$ cat src/rtl/seq_detector_param.sv
// Parameterised serial pattern detector with loadable pattern,
// overlap/non-overlap modes and a saturating match counter.
//
// Ports:
//   clk, rst      rising-edge clock, async active-high reset
//   en, din       din is sampled only when en=1
//   overlap       1: overlapping detection, 0: non-overlapping
//   load, pat_in  load strobe and new pattern value
//   cnt_clr       synchronous clear of match_cnt
//   dout          Mealy match flag (combinational)
//   match_cnt     registered saturating count of matches
module seq_detector_param #(
  parameter int             N       = 4,
  parameter logic [N-1:0]   PATTERN = 4'b1011,
  parameter int             CNT_W   = 8
) (
  input  logic             clk,
  input  logic             rst,
  input  logic             en,
  input  logic             din,
  input  logic             overlap,
  input  logic             load,
  input  logic [N-1:0]     pat_in,
  input  logic             cnt_clr,
  output logic             dout,
  output logic [CNT_W-1:0] match_cnt
);

  localparam int FW = (N > 2) ? $clog2(N) : 1;
  localparam logic [FW-1:0] LAST = FW'(N - 1);
  localparam logic [CNT_W-1:0] CNT_MAX = '1;

  logic [N-1:0]  pat;
  logic [N-2:0]  hist;
  logic [FW-1:0] fill;

  logic          accept;
  logic          hit;
  logic [N-1:0]  win;

  // Window of the last N bits including the current one.
  assign win    = {hist, din};
  assign accept = en & ~load;
  assign hit    = accept & (fill == LAST) & (win == pat);
  assign dout   = hit & ~rst;

  always_ff @(posedge clk or posedge rst) begin
    if (rst) begin
      pat  <= PATTERN;
      hist <= '0;
      fill <= '0;
    end else if (load) begin
      pat  <= pat_in;
      fill <= '0;
    end else if (en) begin
      hist <= win[N-2:0];
      if (hit) begin
        // Non-overlap mode restarts the fill; history is then stale
        // but unused until N fresh bits have arrived.
        fill <= overlap ? LAST : '0;
      end else if (fill != LAST) begin
        fill <= fill + FW'(1);
      end
    end
  end

  always_ff @(posedge clk or posedge rst) begin
    if (rst) begin
      match_cnt <= '0;
    end else if (cnt_clr) begin
      match_cnt <= '0;
    end else if (dout && match_cnt != CNT_MAX) begin
      match_cnt <= match_cnt + CNT_W'(1);
    end
  end

endmodule

$ cat config.mk
export PLATFORM = sky130hd
export DESIGN_NAME = seq_detector_param
export DESIGN_NICKNAME = d
export VERILOG_FILES = /design/src/rtl/seq_detector_param.sv
export SDC_FILE = /design/constraint.sdc
export NUM_CORES = 1
export LEC_CHECK = 0
export CAP_MARGIN = 0
export CORE_UTILIZATION = 39
export DETAILED_ROUTE_END_ITERATION = 7
export PLACE_DENSITY = 0.62
export SETUP_SLACK_MARGIN = 0.02
export SLEW_MARGIN = 10
export SYNTH_ARGS = -nofsm -noshare
export SYNTH_HDL_FRONTEND = slang
export SYNTH_SLANG_ARGS = --single-unit
$ cat constraint.sdc
create_clock -name clk -period 2.6 [get_ports clk]
set_input_delay 0.52 -clock clk [delete_from_list [all_inputs] [get_ports clk]]
set_output_delay 0.52 -clock clk [all_outputs]
set_load 0.02 [all_outputs]
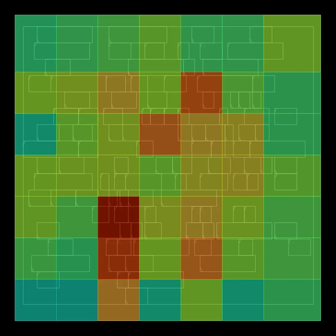
(run_1/congestion.png)
wire per inst: 13.5 um
met2 usage: 31.6%
met1 Resource Use GR: 19.0%

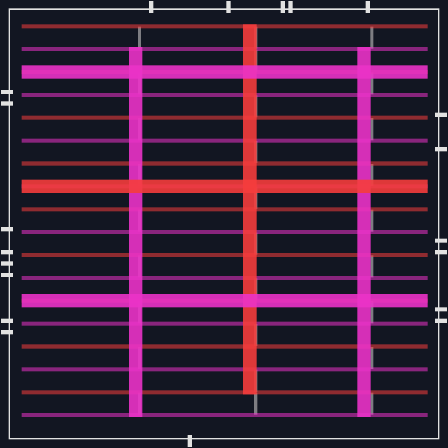
(run_1/power_grid.png)
Pins as bars on the die edge. Tap cells in grey.
net	colour
VSS	magenta
VDD	red
rows	17
met4 straps	3
tap cells	28
met1 rails	18
met5 straps	3

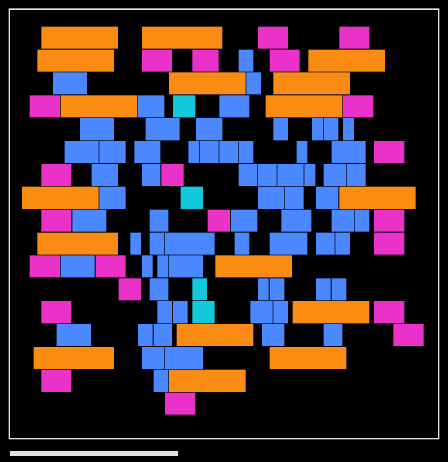
(run_1/placement_by_type.png)
Bar = 20 um.
class	colour	cells	share of their area
clock drivers and dummy loads	cyan	4	2.4%
flops	orange	17	37%
combinational and other logic	blue	67	42%
other buffers and delay cells	magenta	22	18%

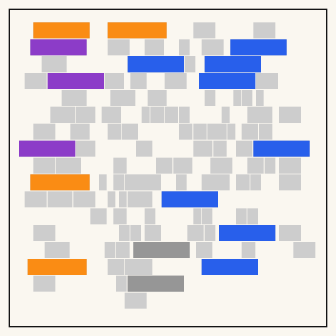
(run_1/flops_by_reg.png)
Other sequential cells in the stronger grey, the rest of the logic in the fainter grey.
name in the netlist	colour	placed flops
hist	purple	3
match_cnt	blue	8
pat	orange	4
not coloured	2

==> ci_impl_report.md, run 1 <==
## PnR job results

| Metric | Value |
|---|---|
| Top logic family | simple AND/OR/NAND/NOR gates |
| Worst Min Path Start | hist[2]$_DFFE_PP0P_ |
| Non-Clock Buffer Count | 22 |
| Ports | 20 |
| Clock Skew | 0.00571 ns |
| Mapped cell area | ~930 um^2 |
| CTS tree | done |
| Die Span X | 50.9 um |
| Yosys top cell by area | dfrtp_1 |
| CP max FO | 2 |
| First-pass GRT wire length | between 3000 and 4000 um |
| Worst Setup End Kind | primary output |
| DR WL met3 | 68 um |
| Largest register FFs | 8 |
| Tool warnings | 26 |
| Final min period | roughly 2.3 ns |
| Flop area | 429 um^2 |
| Comb area | 465 um^2 |
| Top-area cell type share of the netlist area | 37.6% |
| Final core utilization | 53.0% |
| Crit path max-delay family | buffers and inverters |
| Synth mux share | under 10% |
| Via count | between 700 and 800 |
| Worst Setup EP | dout |
| Tot GR Track Use | 17.4% |
| Antenna Nets Post-Route | 0 |
| Clkbuf count | 3 |
| FP Util | roughly two fifths |
| Root Driver | clkbuf_4 |
| Mean Syn Cell Area | between 10 and 15 um^2 |
| Dominant class by area | combinational gates |
| Sequential power | 0.303 mW |
| Maximum root-to-sink buffer count | 2 |
| Syn nets | slightly above 100 |
| Total grt overflow | 0 |
| Yosys synthesis warning count | 0 |
| Final setup vio count | 0 |
| Main synth FF type | dfrtp_1 |
| CTS resizes | 1 |
| Place WS | 0.00859 ns |
| Combinational share of power | 17.1% |
| Sequential share of cell area | 36.3% |
| Seq/Total Area, Yosys | a little under half |
| Worst-path cell chain | clkdlybuf4s50_1, xnor2_1, nand4_1, nor2_1, dlygate4sd2_1 |
| Slew @ Worst Pin | 0.647 ns |
| Clock buf/inv share | 2.33% |
| Clk_lat worst skew | 0.29 ns |
| Sequential share of power | about 57% |
| Inverter count | 4 |
| Synth Instances | 88 |
| # nets final | 124 |
| PwrDens | 452 nW/um^2 |
| Clock power share | 26.3% |
| Top reg by flops | match_cnt |
| Cell row count | 17 |
| RSZ-0062 raised after global routing | no |
| # fillers | 224 |
| N_diodes | 0 |
| Crit Path Class | input port to primary output |
| Buffer share of cell area | 17.9% |
| Max Used Layer | met4 |
| Slew Limit Fails | 0 |
| Ys flops | 17 |
| Inst Count DP | 134 |
| Core area | 2230 um^2 |
| Hold_buf cts | 0 |
| Dpl cell area | 1160 um^2 |
| Hold Path Class | register to register |
| Post-CTS Setup Bufs | 0 |
| Critical Path RT | 2.08 ns |
| Max Clk Rate | 436 MHz |
| Peak VDD IR | 0.000323 V |
| Most frequent cells in the layout | clkdlybuf4s50_1 (18), dfrtp_1 (14), a21oi_1 (8), mux2_2 (7), nand4_1 (5) |
| Crit start category | input port |
| Slew HR | 56.8% |
| Synth top area cells | dfrtp_1 (38%), dfstp_2 (8.5%), mux2_2 (8.5%) |
| # Cells Yosys | just under 90 |
| Largest net degree at the start of global routing | 18 |
| Psw | 0.139 mW |
| RD Place Congestion | 0.788 |
| PortBufs | 19 |
| Non-Filler Instances | 138 |
| Period utilization | 88.1% |
| WHS Path Cells | 1 |
| Setup slack, reg-to-reg | 0.55 ns |
| Commonest cells in the netlist | dfrtp_1 (14), a21oi_1 (8), mux2_2 (7), nand4_1 (5) |
| Final WL | 1860 um |
| Switching share of power | 26.0% |
| P_clk | 0.141 mW |
| Initial antenna violation count | 0 |
| Dpl hpwl | 1460 um |
| Post-synth EDFFs | 0 |
| Met3 global-route usage | 3.87% |
| Hold Crit Endpoint | hist[2]$_DFFE_PP0P_ |
| Worst setup margin | 0.308 ns |
| GR peak layer | met2 |
| Complex Gates by Area | 12.8% |
| Share of cells above drive strength 1 | 18.2% |
| Yosys cell types | 33 |
| Drt drc | 0 |
| XOR/XNOR share of the synthesized area | 3.76% |
| Worst Path Arrival | 1.77 ns |
| Starting DRC count in detailed routing | 4 |
| Reg2Reg Depth | 5 |
| R2r startpoint | fill[0]$_DFFE_PP0P_ |
| Hold_ws | approximately 0.54 ns |
| Drt first pass iters | 4 |
| Leakage | 0.450 nW |
| Comb power | 0.0916 mW |
| Asr flop ratio synth | 100% |
| Die ar. | between 2000 and 3000 um^2 |
| Logic share of the area | 39.3% |
| Slowest stage delay, CP | between 0.4 and 0.5 ns |
| Design Power | 0.535 mW |
| Sum of negative setup slack | 0 ns |
| RR Endpoint | match_cnt[5]$_DFFE_PP0P_ |
| Top Consumer | registers |
| Internal Pwr Total | 0.396 mW |
| CP startpoint | din |
| Outcome | finished clean |
| Combined buffer and inverter count along the critical path | 2 |
| Flop count | 17 |
| Tapcell Cnt | 28 |
==> run 2: changes to the inputs <==
--- a/config.mk
+++ b/config.mk
@@ -6,6 +6,7 @@
 export NUM_CORES = 1
 export LEC_CHECK = 0
 export CAP_MARGIN = 0
+export CORE_ASPECT_RATIO = 0.8
 export CORE_UTILIZATION = 39
 export DETAILED_ROUTE_END_ITERATION = 7
 export PLACE_DENSITY = 0.62
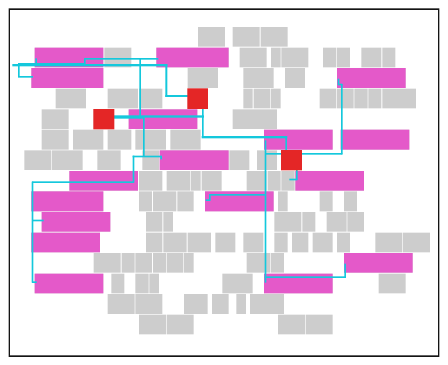
(run_2/clk_routes.png)
[flip-flops] magenta | count: 17
[clock drivers] red | count: 3
[clock wires] cyan | length: 201 um
routed clock nets	4

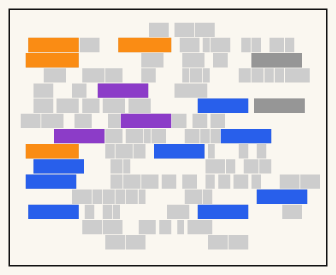
(run_2/flops_by_reg.png)
Other sequential cells in the stronger grey, the rest of the logic in the fainter grey.
name in the netlist	colour	placed flops
match_cnt	blue	8
hist	purple	3
pat	orange	4
not coloured	2

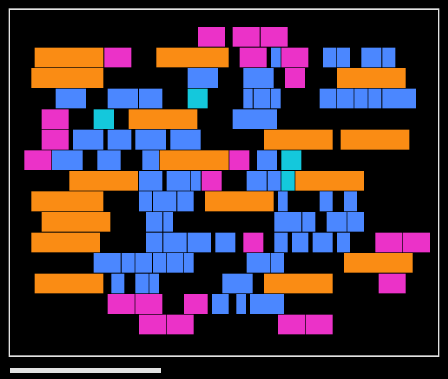
(run_2/placement_by_type.png)
Bar = 20 um.
core area: 2210 um^2
fin area: 1190 um^2

==> run 2 against run 1 <==
Effect of this change:
- critical endpoint unchanged
- routed wire length is 0.59% lower
- fmax shrank 0.90%
- sequential cell count unchanged
- die size barely moved
- largest cell class unchanged
==> ci_impl_report.md, run 2 <==
## PnR job results

| Metric | Value |
|---|---|
| Yosys synthesis warning count | 0 (unchanged) |
| Ports | 20 (unchanged) |
| Clock buf/inv share | 2.32% (-0.0073 points) |
| GR peak layer | met2 |
| FP Util | 42.1% (+0.35 points) |
| Psw | 0.141 mW (+0.95%) |
| Combined buffer and inverter count along the critical path | 2 (unchanged) |
| Dpl hpwl | 1430 um (-2.1%) |
| DR vias/cell | 5.72 |
| Ys flops | 17 (unchanged) |
| DR WL met3 | 95 um (+40%) |
| PortBufs | 19 (unchanged) |
| Share of cells above drive strength 1 | 18.9% (+0.74 points) |
| Met1 Resource Use GR | 22.9% (+4.0 points) |
| Logic share of the area | 39.2% (-0.12 points) |
| Tool warnings | 26 (unchanged) |
| Dominant class by area | combinational gates |
| Clock Skew | 0.00274 ns (-0.00296 ns) |
| Yosys cell types | 33 (unchanged) |
| Via count | 778 (-0.64%) |
| Top Consumer | registers |
| Crit-path slowest cell | clkdlybuf4s50_1 |
| Post-synth EDFFs | 0 (unchanged) |
| Post-CTS Setup Bufs | 0 (unchanged) |
| Sequential power | 0.303 mW (about the same) |
| Switching share of power | 26.2% (+0.17 points) |
| Root Driver | clkbuf_4 |
| Mapped cell area | 932 um^2 (unchanged) |
| Comb power | 0.0921 mW (+0.5%) |
| CTS resizes | 1 (unchanged) |
| XOR/XNOR share of the synthesized area | 3.76% (unchanged) |
| Total grt overflow | 0 (unchanged) |
| Most frequent cells in the layout | clkdlybuf4s50_1 (18), dfrtp_1 (14), a21oi_1 (8), mux2_2 (7), nand4_1 (5) |
| Hold_ws | 0.545 ns (+0.00833 ns) |
| Wl on met1 | 880 um |
| Slew @ Worst Pin | 0.641 ns (-0.00641 ns) |
| Final hold violations | 0 |
| Syn nets | 101 (unchanged) |
| Internal Pwr Total | 0.396 mW (about the same) |
| Die Ht | about 46 um |
| CTS tree | done |
| Sequential share of cell area | 36.1% (-0.11 points) |
| Largest net degree at the start of global routing | 18 (unchanged) |
| Total CTS buffers | 3 |
| Inverter count | 4 (unchanged) |
| Number of max-cap violations | 0 |
| Final WL | 1850 um (-0.59%) |
| Crit Path Class | input port to primary output |
| Slew Limit Fails | 0 (unchanged) |
| H-tree levels | 1 |
| Slowest stage delay, CP | 0.49 ns (about the same) |
| Max Clk Rate | 432 MHz (-0.90%) |
| Buffer share of cell area | 18.4% (+0.58 points) |
| Complex Gates by Area | 12.8% (unchanged) |
| Clk_lat worst skew | 0.29 ns (about the same) |
| Inst Count DP | 132 (-1.5%) |
| Met3 global-route usage | 5.97% (+2.1 points) |
| Multi-input gates | 63 |
| Seq/Total Area, Yosys | 46.0% (unchanged) |
| Worst Setup EP | dout |
| Die ar. | 2590 um^2 (about the same) |
| P_clk | 0.141 mW (about the same) |
| Drt drc | 0 (unchanged) |
| Crit path max-delay family | buffers and inverters |
| RD Place Congestion | 0.749 (-5.0%) |
| Yosys top cell by instances | dfrtp_1 |
| Wire per inst | 13.6 um (+0.87%) |
| Reg2Reg Depth | 5 (unchanged) |
| Reg clk slew, reported paths | 0.10 ns |
| Asr flop ratio synth | 100% (unchanged) |
| Sum of negative setup slack | 0 ns (unchanged) |
| Design Power | 0.536 mW (+0.29%) |
| Combinational share of power | 17.2% (about the same) |
| Final min period | 2.31 ns (+0.0208 ns) |
| Mean Syn Cell Area | 10.6 um^2 (unchanged) |
| CP startpoint | din |
| Worst-path cell chain | clkdlybuf4s50_1, xnor2_1, nand4_1, nor2_1, dlygate4sd2_1 |
| First-pass GRT wire length | 3190 um (-5.0%) |
| Maximum root-to-sink buffer count | 2 (unchanged) |
| Setup slack, reg-to-reg | 0.60 ns (+0.05 ns) |
| Final core utilization | 53.6% (+0.62 points) |
| N_diodes | 0 (unchanged) |
| Met2 routed WL | 869 um |
| RR Endpoint | match_cnt[5]$_DFFE_PP0P_ |
| Crit start category | input port |
| Die Span X | 56.7 um (+11%) |
| Hold_buf cts | 0 (unchanged) |
| R2r startpoint | fill[0]$_DFFE_PP0P_ |
| Tot GR Track Use | 16.7% (-0.72 points) |
| Synth mux share | 9.66% (unchanged) |
| Flop count | 17 (unchanged) |
| Worst Setup End Kind | primary output |
| PwrDens | 452 nW/um^2 (about the same) |
| Slew HR | 57.2% (+0.43 points) |
| Main synth FF type | dfrtp_1 |
| Max Used Layer | met4 |
| Largest register FFs | 8 (unchanged) |
| Hold Crit Endpoint | hist[2]$_DFFE_PP0P_ |
| Yosys top cell by area | dfrtp_1 |
| # nets final | 125 (+0.81%) |
| Comb area | 465 um^2 (unchanged) |
| Clock power share | 26.3% (about the same) |
| Dpl cell area | 1160 um^2 (+0.32%) |
| CP max FO | 2 (unchanged) |
| Top logic family | simple AND/OR/NAND/NOR gates |
| Clkbuf count | 3 (unchanged) |
| Synth Instances | 88 (unchanged) |
| Critical Path RT | 2.08 ns (about the same) |
| Antenna Nets Post-Route | 0 (unchanged) |
| # fillers | 213 (-4.9%) |
| Worst Path Arrival | 1.79 ns (+0.02 ns) |
| Hold Path Class | register to register |
| Met2 usage | 25.7% (-5.8 points) |
| Peak VDD IR | 0.000321 V (-0.38%) |
| RSZ-0062 raised after global routing | no |
| Top Registers | match_cnt: 8 flops, pat: 4 flops, hist: 3 flops |
| Top-area cell type share of the netlist area | 37.6% (unchanged) |
| Period utilization | 88.9% (+0.80 points) |
| Non-Clock Buffer Count | 23 (+4.5%) |
| Place WS | -0.00603 ns (-0.0146 ns) |
| Leakage | 0.454 nW (+0.92%) |
| Area Overhead vs Synth | 27.4% |
| Worst setup margin | 0.287 ns (-0.0208 ns) |
| Sequential share of power | 56.5% (about the same) |
| Most numerous logic cell after layout | clkdlybuf4s50_1 |
| # Cells Yosys | 88 (unchanged) |
| Commonest cells in the netlist | dfrtp_1 (14), a21oi_1 (8), mux2_2 (7), nand4_1 (5) |
| Worst Min Path Start | hist[2]$_DFFE_PP0P_ |
| Final setup vio count | 0 (unchanged) |
| Non-Filler Instances | 136 (-1.4%) |
| Cell row count | 15 (-2) |
| Synth top area cells | dfrtp_1 (38%), dfstp_2 (8.5%), mux2_2 (8.5%) |
| Top reg by flops | match_cnt |
| Drt first pass iters | 4 (unchanged) |
| WHS Path Cells | 1 (unchanged) |
| Starting DRC count in detailed routing | 44 (+40) |
| Outcome | finished clean |
| Tapcell Cnt | 25 (-11%) |
| Initial antenna violation count | 0 (unchanged) |
| Flop area | 429 um^2 (unchanged) |
No activity file was given, so power comes from the tool's default toggle rates.
